**The metal 1 layer**

Supply wires on this layer in gray.
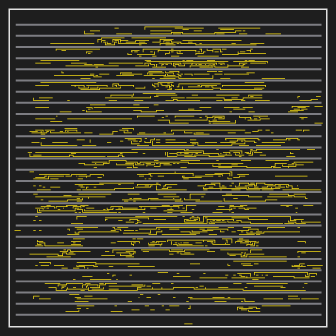
**Wiring by layer**

Two of the layers only.
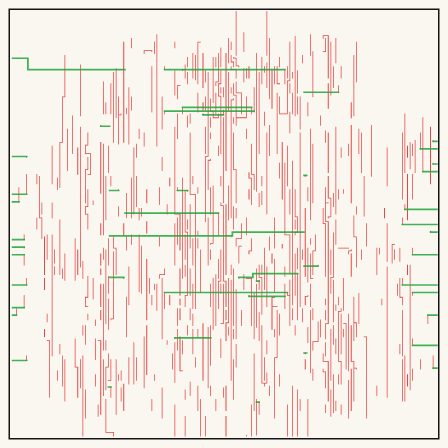
**Layout detail**

The bar under the picture is 10 µm long. Region (24, 24) to (54, 54) µm. Cells in gray, sequential cells in the stronger gray; small squares are vias.
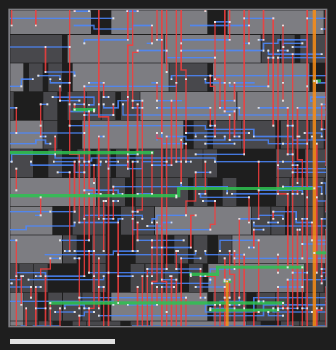
**Clock routing**

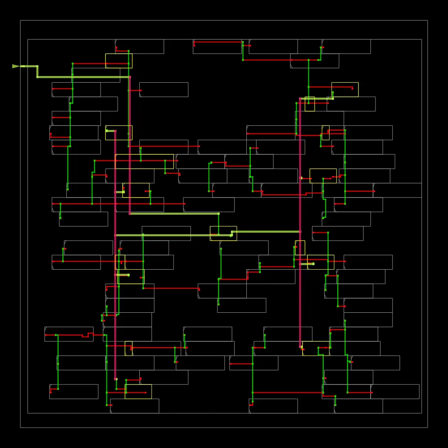
**M4 wires**

Supply wires on this layer in gray.
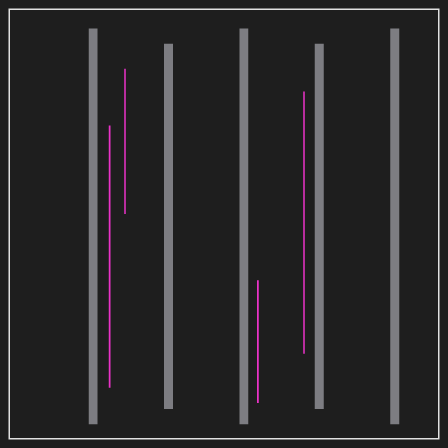
<file path="src/rtl/disp_pkg.sv">
// Shared constants and the anode decode helper for the four-digit display scanner.
package disp_pkg;

   localparam int          NUM_DIGITS = 4;
   localparam int          DIGIT_W    = 4;
   localparam int          SEL_W      = 2;
   localparam logic [3:0]  AN_IDLE    = 4'b1111;

   // One-cold anode enable: the selected digit is driven low, all others idle high.
   function automatic logic [NUM_DIGITS-1:0] an_decode(input logic [SEL_W-1:0] sel);
      return AN_IDLE ^ (4'b0001 << sel);
   endfunction

endpackage

</file>
<file path="src/rtl/disp_scan_prescaler.sv">
// Free-running scan prescaler: tick is high for one clock out of every 2^DIV_W.
module scan_prescaler #(
   parameter int DIV_W = 17
) (
   input  logic clk,
   input  logic rst,
   output logic tick
);

   localparam logic [DIV_W-1:0] CNT_ONE = {{(DIV_W-1){1'b0}}, 1'b1};

   logic [DIV_W-1:0] div_cnt;

   always_ff @(posedge clk or posedge rst) begin
      if (rst) begin
         div_cnt <= '0;
      end else begin
         div_cnt <= div_cnt + CNT_ONE;
      end
   end

   assign tick = &div_cnt;

endmodule

</file>
<file path="src/rtl/disp_scan.sv">
// Four-digit multiplexed display scanner with double-buffered, frame-aligned updates.
// Optional leading-zero blanking is compiled in with macro DISP_LZB_EN.
module disp_scan
   import disp_pkg::*;
#(
   parameter int DIV_W = 17
) (
   input  logic        clk,
   input  logic        rst,
   input  logic        load,
   input  logic [15:0] hexs,
   input  logic [3:0]  points,
   input  logic [3:0]  les,
   output logic [3:0]  AN,
   output logic [3:0]  HEX,
   output logic        point,
   output logic        LE,
   output logic        busy,
   output logic        ack
);

   logic             tick;
   logic             frame_end;
   logic             commit;
   logic [SEL_W-1:0] sel;
   logic             pending;
   logic             le_sel;

   logic [15:0]      stage_hexs;
   logic [3:0]       stage_points;
   logic [3:0]       stage_les;
   logic [15:0]      shadow_hexs;
   logic [3:0]       shadow_points;
   logic [3:0]       shadow_les;

   scan_prescaler #(
      .DIV_W (DIV_W)
   ) u_prescaler (
      .clk  (clk),
      .rst  (rst),
      .tick (tick)
   );

   assign frame_end = tick && (sel == 2'd3);
   assign commit    = frame_end && pending;
   assign busy      = pending;

   // Digit select advances once per scan tick.
   always_ff @(posedge clk or posedge rst) begin
      if (rst) begin
         sel <= '0;
      end else if (tick) begin
         sel <= sel + 2'd1;
      end
   end

   // Staging capture and pending flag; a load coinciding with commit keeps pending set.
   always_ff @(posedge clk or posedge rst) begin
      if (rst) begin
         stage_hexs   <= '0;
         stage_points <= '0;
         stage_les    <= '0;
         pending      <= 1'b0;
      end else begin
         if (load) begin
            stage_hexs   <= hexs;
            stage_points <= points;
            stage_les    <= les;
         end
         if (load) begin
            pending <= 1'b1;
         end else if (frame_end) begin
            pending <= 1'b0;
         end
      end
   end

   // Shadow copy only moves at a frame boundary, so a frame never mixes words.
   always_ff @(posedge clk or posedge rst) begin
      if (rst) begin
         shadow_hexs   <= '0;
         shadow_points <= '0;
         shadow_les    <= 4'hF;
         ack           <= 1'b0;
      end else begin
         ack <= commit;
         if (commit) begin
            shadow_hexs   <= stage_hexs;
            shadow_points <= stage_points;
            shadow_les    <= stage_les;
         end
      end
   end

`ifdef DISP_LZB_EN
   logic [NUM_DIGITS-1:0] zero_dig;
   logic [NUM_DIGITS-1:0] lzb;

   // A digit is forced blank when it and every more-significant digit are zero.
   always_comb begin
      zero_dig = '0;
      for (int i = 0; i < NUM_DIGITS; i++) begin
         zero_dig[i] = (shadow_hexs[i*DIGIT_W +: DIGIT_W] == '0);
      end
      lzb    = '0;
      lzb[3] = zero_dig[3];
      lzb[2] = zero_dig[2] & lzb[3];
      lzb[1] = zero_dig[1] & lzb[2];
      lzb[0] = 1'b0;
   end

   assign le_sel = shadow_les[sel] | lzb[sel];
`else
   assign le_sel = shadow_les[sel];
`endif

   // Output stage: registered decode of the current digit.
   always_ff @(posedge clk or posedge rst) begin
      if (rst) begin
         AN    <= 4'b1110;
         HEX   <= '0;
         point <= 1'b0;
         LE    <= 1'b1;
      end else begin
         AN    <= an_decode(sel);
         HEX   <= shadow_hexs[{sel, 2'b00} +: DIGIT_W];
         point <= shadow_points[sel];
         LE    <= le_sel;
      end
   end

endmodule

</file>
<file path="config.mk">
export PLATFORM = sky130hd
export DESIGN_NAME = disp_scan
export DESIGN_NICKNAME = d
export VERILOG_FILES = /design/src/rtl/disp_pkg.sv /design/src/rtl/disp_scan_prescaler.sv /design/src/rtl/disp_scan.sv
export SDC_FILE = /design/constraint.sdc
export NUM_CORES = 1
export LEC_CHECK = 0
export ABC_AREA = 1
export CORE_UTILIZATION = 60
export DETAILED_ROUTE_END_ITERATION = 10
export PLACE_DENSITY = 0.85
export SETUP_SLACK_MARGIN = 0.02
export SLEW_MARGIN = 20
export SYNTH_ARGS = -nofsm -noshare
export SYNTH_HDL_FRONTEND = slang
export SYNTH_HIERARCHICAL = 1
export SYNTH_SLANG_ARGS = --single-unit
</file>
<file path="constraint.sdc">
create_clock -name clk -period 4.3 [get_ports clk]
set_clock_uncertainty 0.15 [all_clocks]
set_input_delay 0.86 -clock clk [delete_from_list [all_inputs] [get_ports clk]]
set_output_delay 0.86 -clock clk [all_outputs]
set_load 0.01 [all_outputs]
</file>
==> reports/summary.json <==
{
  "status": {"value": "completed"},
  "synth.area.top_cells": {"value": "sky130_fd_sc_hd__dfrtp_1 (53%), sky130_fd_sc_hd__nand2_1 (12%), sky130_fd_sc_hd__inv_1 (7.1%)"},
  "hold-worst-slack": {"value": 0.332, "unit": "ns"},
  "synth_seq_share": {"value": 58.8, "unit": "%"},
  "number_of_levels_the_h_tree_was_split_into": {"value": 3},
  "cts_buffers": {"value": 9},
  "sequentialPower": {"value": 0.000768, "unit": "W"},
  "place_hpwl": {"value": 4080, "unit": "µm"},
  "hold_class": {"value": "reg -> reg"},
  "reg2reg_slack": {"value": 1.41, "unit": "ns"},
  "route.antenna.remaining_nets": {"value": 0},
  "hold_path_end": {"value": "u_prescaler/div_cnt[16]"},
  "layout.area.comb": {"value": 1070, "unit": "µm²"},
  "detailedPlace.worstSlack": {"value": 1.48, "unit": "ns"},
  "synth.net_count": {"value": 404},
  "layout_setup_ws": {"value": 1.41, "unit": "ns"},
  "peak_supply_drop": {"value": 0.206, "unit": "mV"},
  "layout_top_cell": {"value": "sky130_fd_sc_hd__nand2_1"},
  "cp_data_required_time": {"value": 4.38, "unit": "ns"},
  "chip_area": {"value": 5930, "unit": "µm²"},
  "critPathTopFamily": {"value": "simple AND/OR/NAND/NOR gates"},
  "synth-area-yosys": {"value": 3380, "unit": "µm²"},
  "chipWidth": {"value": 77.0, "unit": "µm"},
  "finish.utilization": {"value": 75.7, "unit": "%"},
  "syn-cell-area": {"value": 3380, "unit": "µm²"},
  "powerDensity": {"value": 342, "unit": "nW/µm²"},
  "fillCellCount": {"value": 378},
  "placed_cell_areas": {"value": 3800, "unit": "µm²"},
  "timing.hold.worst.start": {"value": "u_prescaler/div_cnt[16]"},
  "power.internal": {"value": 0.00108, "unit": "W"},
  "finish.cell_count_without_fillers": {"value": 486},
  "synth.largest_area_cell": {"value": "sky130_fd_sc_hd__dfrtp_1"},
  "dr.first_iter.drc_count": {"value": 161},
  "critical_path.slowest_cell": {"value": "sky130_fd_sc_hd__nand3_2"},
  "yosys_register_bits": {"value": 79},
  "critPathKind": {"value": "reg -> reg"},
  "synth.top_cell.area_share": {"value": 52.6, "unit": "%"},
  "final_net_count": {"value": 444},
  "power.leakage": {"value": 1.92, "unit": "nW"},
  "cp_num_buf_inv": {"value": 1},
  "coreArea": {"value": 5270, "unit": "µm²"},
  "synth_cells": {"value": 371},
  "clock_group_share_of_total_power": {"value": 38.4, "unit": "%"},
  "average_via_count_per_standard_cell": {"value": 4.97},
  "number_of_cell_instances_on_the_worst_register_to_register_path": {"value": 8},
  "edf_count": {"value": 0},
  "post_synth.cell_area_avg": {"value": 9.10, "unit": "µm²"},
  "detail_route.drc_violations": {"value": 0},
  "power_combinational": {"value": 0.0000726, "unit": "W"},
  "flop_area": {"value": 1990, "unit": "µm²"},
  "whs_path_depth": {"value": 1},
  "fin_area": {"value": 3990, "unit": "µm²"},
  "critPathMaxFanout": {"value": 49},
  "antenna-diode-count": {"value": 0},
  "grt_first_pass_wirelength": {"value": 10300, "unit": "µm"},
  "hold_viol_final": {"value": 0},
  "yosysCellCount": {"value": 371},
  "ys_async_sr_fraction": {"value": 100, "unit": "%"},
  "number_of_synthesis_warnings": {"value": 6},
  "max-cap-violations": {"value": 0},
  "most-common-layout-cells": {"value": "sky130_fd_sc_hd__nand2_1 (108), sky130_fd_sc_hd__dfrtp_1 (71), sky130_fd_sc_hd__inv_1 (63)"},
  "cts_tree": {"value": "yes"},
  "switching_power": {"value": 0.000290, "unit": "W"},
  "netSwitchingFraction": {"value": 21.2, "unit": "%"},
  "drt_first_pass_iters": {"value": 5},
  "placed_cells": {"value": 470},
  "areaGrowthSynthToFinish": {"value": 18.2, "unit": "%"},
  "ctsResizeCount": {"value": 0},
  "postCtsSetupRepairBufs": {"value": 0},
  "cts_hold_fix_bufs": {"value": 0},
  "power": {"value": 0.00137, "unit": "W"},
  "worstReg2RegEnd": {"value": "shadow_les[3]"},
  "worstPathCellList": {"value": "ha_1 -> nand3_2 -> inv_1 -> nand3_1 -> nor3_2 -> ha_1 -> nand3_2 -> o21ai_0"},
  "accumulated_negative_setup_slack": {"value": 0, "unit": "ns"},
  "rsz0062_at_grt": {"value": "false"},
  "grt_overflow": {"value": 0},
  "critical_path.endpoint_type": {"value": "flop"},
  "io_buffer_count": {"value": 38},
  "cts.reportedPaths.clkPinSlew": {"value": 0.07, "unit": "ns"},
  "first_global_vias": {"value": 2255},
  "critical_path.max_stage_delay": {"value": 0.71, "unit": "ns"},
  "share_comb_of_total_power": {"value": 5.3, "unit": "%"},
  "top_power_group": {"value": "registers"},
  "design.portCount": {"value": 39},
  "final-max-slew-violation-count": {"value": 0},
  "log.warning_count": {"value": 29},
  "fmaxAchievable": {"value": 346, "unit": "MHz"},
  "netlist_top_cells_count": {"value": "sky130_fd_sc_hd__nand2_1 (108), sky130_fd_sc_hd__dfrtp_1 (71), sky130_fd_sc_hd__inv_1 (64)"},
  "tightest_slew": {"value": 0.869, "unit": "ns"},
  "initial_core_util": {"value": 64.1, "unit": "%"},
  "setup_viol": {"value": 0},
  "finalWeightedCongestion": {"value": 0.901},
  "min_period": {"value": 2.89, "unit": "ns"},
  "post_synth_num_cell_types": {"value": 26},
  "cp.arrival": {"value": 2.98, "unit": "ns"},
  "clock-root-buffer": {"value": "sky130_fd_sc_hd__clkbuf_8"},
  "drive_gt1_share": {"value": 10.3, "unit": "%"},
  "fin_crit_sh": {"value": 67.3, "unit": "%"},
  "crit-reg2reg-launch": {"value": "u_prescaler/div_cnt[0]"},
  "relSlewSlack": {"value": 42.0, "unit": "%"},
  "rows": {"value": 26},
  "die_height": {"value": 77.0, "unit": "µm"},
  "antenna_found_initial": {"value": 0},
  "p_seq_share": {"value": 56.2, "unit": "%"},
  "grt_max_degree": {"value": 50},
  "yosys_most_used_dff": {"value": "sky130_fd_sc_hd__dfrtp_1"},
  "synthMostInstantiatedCell": {"value": "sky130_fd_sc_hd__nand2_1"},
  "worst_setup_path_start_kind": {"value": "flop"},
  "clockBufferDepth": {"value": 2}
}
About 'the metal 1 layer':
The layer holds 47% of the routed length. The wires run mostly horizontal.
met1 usage in global routing: 31.5%
total number of vias: 2414
total length of routed wires: 5970 µm

About 'wiring by layer':
Key: metal 2 = red [wire length 2800 µm]; metal 3 = green [wire length 254 µm]
detail-routed net length per standard cell: 12.3 µm
GRT Util Overall: 22.7%

About 'layout detail':
Key: metal 4 = orange; metal 3 = green; metal 2 = red; metal 1 = blue
Sequential cells in the window: 16. Netlist names of flops here include `u_prescaler/div_cnt` (4), `shadow_hexs` (3), `sel` (2). Most frequent: nand2_1 (29), dfrtp_1 (14), inv_1 (12). 82 logic cells have their middle in the window.

About 'clock routing':
sequential cell count of the final layout: 79
CTS sink count: 79
number of clock buffers in the layout: 12
clock group total power: 0.000525 W
clk ins delay skew pair: 0.34 ns

About 'M4 wires':
The longest straight run is 46.9 µm. The wires run mostly vertical. The layer holds 2.4% of the routed length. The layer carries 141 µm of wire.

logic make-up after synthesis:
logic type | synth area share (%)
simple gates | 18.9
fa+ha+maj | 2.22
xor+xnor | 2.33
flops | 58.8
buf+inv | 9.34
compound gates | 8.34
how the worst max path moves through the flow:
stage                                       from             to  depth (start not counted)
after floorplan                              rst          AN[0]                          1
after global placement    u_prescaler/div_cnt[0]  shadow_les[3]                          8
after detailed placement  u_prescaler/div_cnt[0]  shadow_les[3]                          8
after CTS                 u_prescaler/div_cnt[0]  shadow_les[3]                          8
after global routing      u_prescaler/div_cnt[0]  shadow_les[1]                          8
final                     u_prescaler/div_cnt[0]  shadow_les[3]                          8
layer usage:
metal	vias to the layer above	share of wire [%]	wire, µm	GRT usage (%)
met4	0	2.4	141	11.3
met2	56	47	2800	34.8
met3	14	4.3	254	4.05
met5	-	0	0	0
li1	1207	-	-	-
met1	1137	47	2780	31.5
area by class of cell:
cell class | instances | share of cell area [%]
multi-input combinational | 214 | 26.9
clock buffer | 12 | 3.64
clock inverter | 4 | 1.13
timing repair buffer | 41 | 10.1
sequential | 79 | 49.8
tap | 70 | 2.20
inverter | 66 | 6.21
registers in the layout, indices dropped and copies added, names as in the netlist:
| signal | cells |
|---|---|
| u_prescaler/div_cnt | 17 |
| shadow_hexs | 16 |
| stage_hexs | 16 |
| AN | 4 |
| HEX | 4 |
| shadow_les | 4 |
| shadow_points | 4 |
| stage_les | 4 |
| stage_points | 4 |
| sel | 2 |
| LE | 1 |
| ack | 1 |
| busy | 1 |
| point | 1 |
Power figures rest on the tool's default switching activity, not on a simulated workload.
